### src/rtl/adder_seq_ctrl.sv
// adder_seq_ctrl: computes a WIDTH-bit add by stepping one external 4-bit
// ripple-carry slice (adder4) across the operands, least-significant nibble
// first. Operands are taken on a valid/ready handshake, and the result is
// offered on a valid/ready handshake.
// Optional feature macro: SUB_MODE_EN adds a 'sub' input. When sub=1 the
// block computes a - b, and cout=1 means "no borrow".
module adder_seq_ctrl #(
    parameter int WIDTH = 16
) (
    input  logic             clk,
    input  logic             rst_n,
    input  logic             in_valid,
    output logic             in_ready,
    input  logic [WIDTH-1:0] a,
    input  logic [WIDTH-1:0] b,
    input  logic             cin,
`ifdef SUB_MODE_EN
    input  logic             sub,
`endif
    output logic             out_valid,
    input  logic             out_ready,
    output logic [WIDTH-1:0] sum,
    output logic             cout,
    output logic             busy,
    output logic [3:0]       slice_a,
    output logic [3:0]       slice_b,
    output logic             slice_cin,
    input  logic [3:0]       slice_s,
    input  logic             slice_cout
);

    localparam int NSLICE = WIDTH / 4;
    localparam int IDX_W  = (NSLICE > 1) ? $clog2(NSLICE) : 1;
    localparam logic [IDX_W-1:0] LAST_IDX = IDX_W'(NSLICE - 1);

    typedef enum logic [1:0] {
        IDLE,
        RUN,
        DONE
    } state_t;

    state_t           state;
    logic [WIDTH-1:0] a_q;
    logic [WIDTH-1:0] b_q;
    logic [IDX_W-1:0] idx;
    logic             carry_q;
    logic [WIDTH-1:0] acc_q;
    logic [WIDTH-1:0] acc_next;
    logic [WIDTH-1:0] sum_q;
    logic             cout_q;
`ifdef SUB_MODE_EN
    logic             sub_q;
`endif

    // in_ready is suppressed while reset is held, even though the state is
    // already IDLE.
    assign in_ready  = (state == IDLE) && rst_n;
    assign out_valid = (state == DONE);
    assign busy      = (state != IDLE);
    assign sum       = sum_q;
    assign cout      = cout_q;

    // Present the current nibble pair to the slice during RUN only, and merge
    // the slice sum into the partial result. The partial result is kept apart
    // from sum_q, so the visible sum only changes when a whole result is ready.
    always_comb begin
        slice_a   = 4'h0;
        slice_b   = 4'h0;
        slice_cin = 1'b0;
        acc_next  = acc_q;
        if (state == RUN) begin
            slice_a   = a_q[{idx, 2'b00} +: 4];
`ifdef SUB_MODE_EN
            slice_b   = sub_q ? ~b_q[{idx, 2'b00} +: 4] : b_q[{idx, 2'b00} +: 4];
`else
            slice_b   = b_q[{idx, 2'b00} +: 4];
`endif
            slice_cin = carry_q;
        end
        acc_next[{idx, 2'b00} +: 4] = slice_s;
    end

    // Sequencer: accept operands, run one slice per cycle, then hold the
    // result until the consumer takes it.
    always_ff @(posedge clk or negedge rst_n) begin
        if (!rst_n) begin
            state   <= IDLE;
            a_q     <= '0;
            b_q     <= '0;
            idx     <= '0;
            carry_q <= 1'b0;
            acc_q   <= '0;
            sum_q   <= '0;
            cout_q  <= 1'b0;
`ifdef SUB_MODE_EN
            sub_q   <= 1'b0;
`endif
        end else begin
            case (state)
                IDLE: begin
                    if (in_valid && in_ready) begin
                        a_q   <= a;
                        b_q   <= b;
                        idx   <= '0;
                        state <= RUN;
`ifdef SUB_MODE_EN
                        sub_q   <= sub;
                        carry_q <= sub ? 1'b1 : cin;
`else
                        carry_q <= cin;
`endif
                    end
                end
                RUN: begin
                    acc_q   <= acc_next;
                    carry_q <= slice_cout;
                    if (idx == LAST_IDX) begin
                        sum_q  <= acc_next;
                        cout_q <= slice_cout;
                        idx    <= '0;
                        state  <= DONE;
                    end else begin
                        idx <= idx + IDX_W'(1);
                    end
                end
                DONE: begin
                    if (out_ready) begin
                        state <= IDLE;
                    end
                end
                default: begin
                    state <= IDLE;
                end
            endcase
        end
    end

endmodule

### config.mk
export PLATFORM = sky130hd
export DESIGN_NAME = adder_seq_ctrl
export DESIGN_NICKNAME = d
export VERILOG_FILES = /design/src/rtl/adder_seq_ctrl.sv
export SDC_FILE = /design/constraint.sdc
export NUM_CORES = 1
export LEC_CHECK = 0
export CAP_MARGIN = 20
export CORE_MARGIN = 10
export CORE_UTILIZATION = 51
export CTS_CLUSTER_DIAMETER = 30
export CTS_CLUSTER_SIZE = 14
export DETAILED_ROUTE_END_ITERATION = 10
export GPL_ROUTABILITY_DRIVEN = 0
export GPL_TIMING_DRIVEN = 0
export PLACE_DENSITY_LB_ADDON = 0.3
export SLEW_MARGIN = 20
export SYNTH_ARGS = -nofsm -noshare
export SYNTH_HDL_FRONTEND = slang
export SYNTH_SLANG_ARGS = --single-unit
### constraint.sdc
create_clock -name clk -period 4 [get_ports clk]
set_clock_uncertainty 0.2 [all_clocks]
set_input_delay 0.8 -clock clk [delete_from_list [all_inputs] [get_ports clk]]
set_output_delay 0.8 -clock clk [all_outputs]
set_load 0.05 [all_outputs]
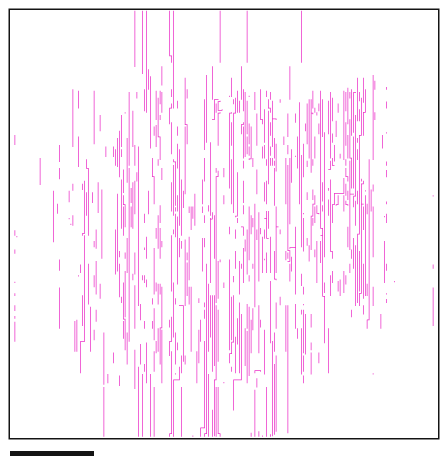
Figure 1: metal 2.
Scale bar: 20 um.
longest straight run: 41.1 um
share of all routed wire: 48%
wire length on this layer: 3640 um
number of vias in the routed layout: 2321
met2 Use GR: 0.245
WL final: 7.59 mm

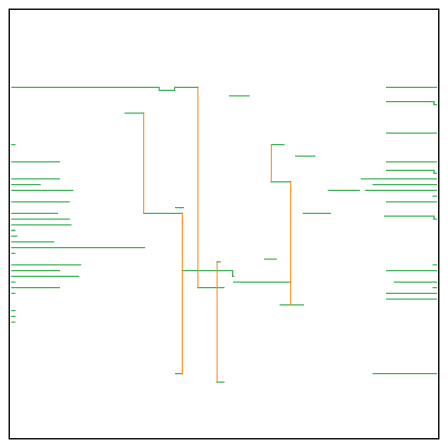
Figure 2: routed metal, one color a layer.
Only two layers are drawn.
legend:
  green:
    layer: metal 3
    wire_length: 533 um
  orange:
    layer: metal 4
    wire_length: 176 um
gr usage total: 0.155
WL/cell: 18.1 um

==> results.json <==
{
  "fin_crit_sh": 0.879,
  "worstSetupPathType": "flop to primary output",
  "final_hold_viol_count": 0,
  "r2r_end": "acc_q[6]",
  "dp.cells": 404,
  "fillers": 475,
  "power_w": 0.00387,
  "grt.met1_usage": 0.183,
  "drt_iter0_markers": 82,
  "clkCellAreaFrac": 0.0424,
  "logic_area_sq_mm": 0.00149,
  "signal_buffers": 89,
  "insertion_delay_ns": 0.34,
  "grt_use_met3": 0.0545,
  "slowest_stage": "clkdlybuf4s50_1",
  "pg_seq_w": 0.00123,
  "worst_setup_path_end_kind": "primary output",
  "grt_pass1_vias": 2483,
  "tap-cell-count": 77,
  "place_ws_ns": 0.635,
  "maxSlewHeadroom": 0.601,
  "seqPwrFrac": 0.317,
  "area_leaders": "dfrtp_1 51%, mux2_4 11%, mux4_2 5.3%",
  "drc": 0,
  "syn2layout_area_growth_pct": 28.4,
  "maxCapViolations": 0,
  "top_power_group": "combinational logic",
  "clockBufferDepth": 2,
  "crit_cells": 4,
  "synthCells": 260,
  "critPathMaxStageDelay_ns": 0.70,
  "largest_cell_class": "flip-flops and latches",
  "mux_area_frac": 0.194,
  "path_max_fanout": 9,
  "lay_top_cells": "70 x dfrtp_1, 65 x clkdlybuf4s50_1, 26 x mux2_4, 17 x nor2_1, 16 x a21oi_1",
  "powerDensity_mw_per_mm2": 886,
  "edf_count": 0,
  "sh_comb_area": 0.342,
  "rr_worst_depth": 6,
  "fp_nets": 308,
  "viasPerCell": 5.53,
  "portBuffers": 66,
  "worstSetupStartpoint": "idx[1]",
  "hold_slack_ns": 0.0920,
  "n_all_inverters": 6,
  "regArea_sq_mm": 0.00175,
  "synth_top_cell_by_area": "dfrtp_1",
  "tool_warnings": 31,
  "finalSetupViolations": 0,
  "status": "finished clean",
  "wl_met2_mm": 3.64,
  "vdd_drop_max_mv": 0.629,
  "cts-htree-levels": 3,
  "p_comb_frac": 0.547,
  "chip_area_sq_mm": 0.0103,
  "met1_length_mm": 3.24,
  "final_core_util": 0.680,
  "wl_met3_um": 533,
  "grt_max_degree": 61,
  "reg2reg_from": "idx[1]",
  "synthDistinctLibCells": 36,
  "yosys-top-cells-count": "70 x dfrtp_1, 26 x mux2_4, 17 x nor2_1, 16 x a21oi_1, 12 x buf_2",
  "dpl.hpwl_mm": 5.45,
  "internal-power_w": 0.00223,
  "critPathTopFamily": "buffers and inverters",
  "synth.most_common_cell": "dfrtp_1",
  "dpl-instance-area_sq_mm": 0.00419,
  "fmax_mhz": 284,
  "layout_top_cell": "dfrtp_1",
  "topCombFamilyByArea": "multiplexers",
  "ys_cells": 260,
  "top_level_ports": 71,
  "fin_cells": 420,
  "ys_area_sq_mm": 0.00340,
  "grt-busiest-layer": "met2",
  "critPathRequiredTime_ns": 3.00,
  "syn_avg_cell_area_sq_um": 13.1,
  "fp-utilization": 0.530,
  "switching_share": 0.423,
  "postCtsResizedCells": 0,
  "rsz0062_at_grt": "false",
  "root_buffer": "clkbuf_8",
  "min_period_ns": 3.52,
  "slew_viol_final": 0,
  "clkbuf_count": 11,
  "p_clk_frac": 0.136,
  "post_cts_buffers": 0,
  "simple_gate_share": 0.117,
  "cts_tree": "built"
}
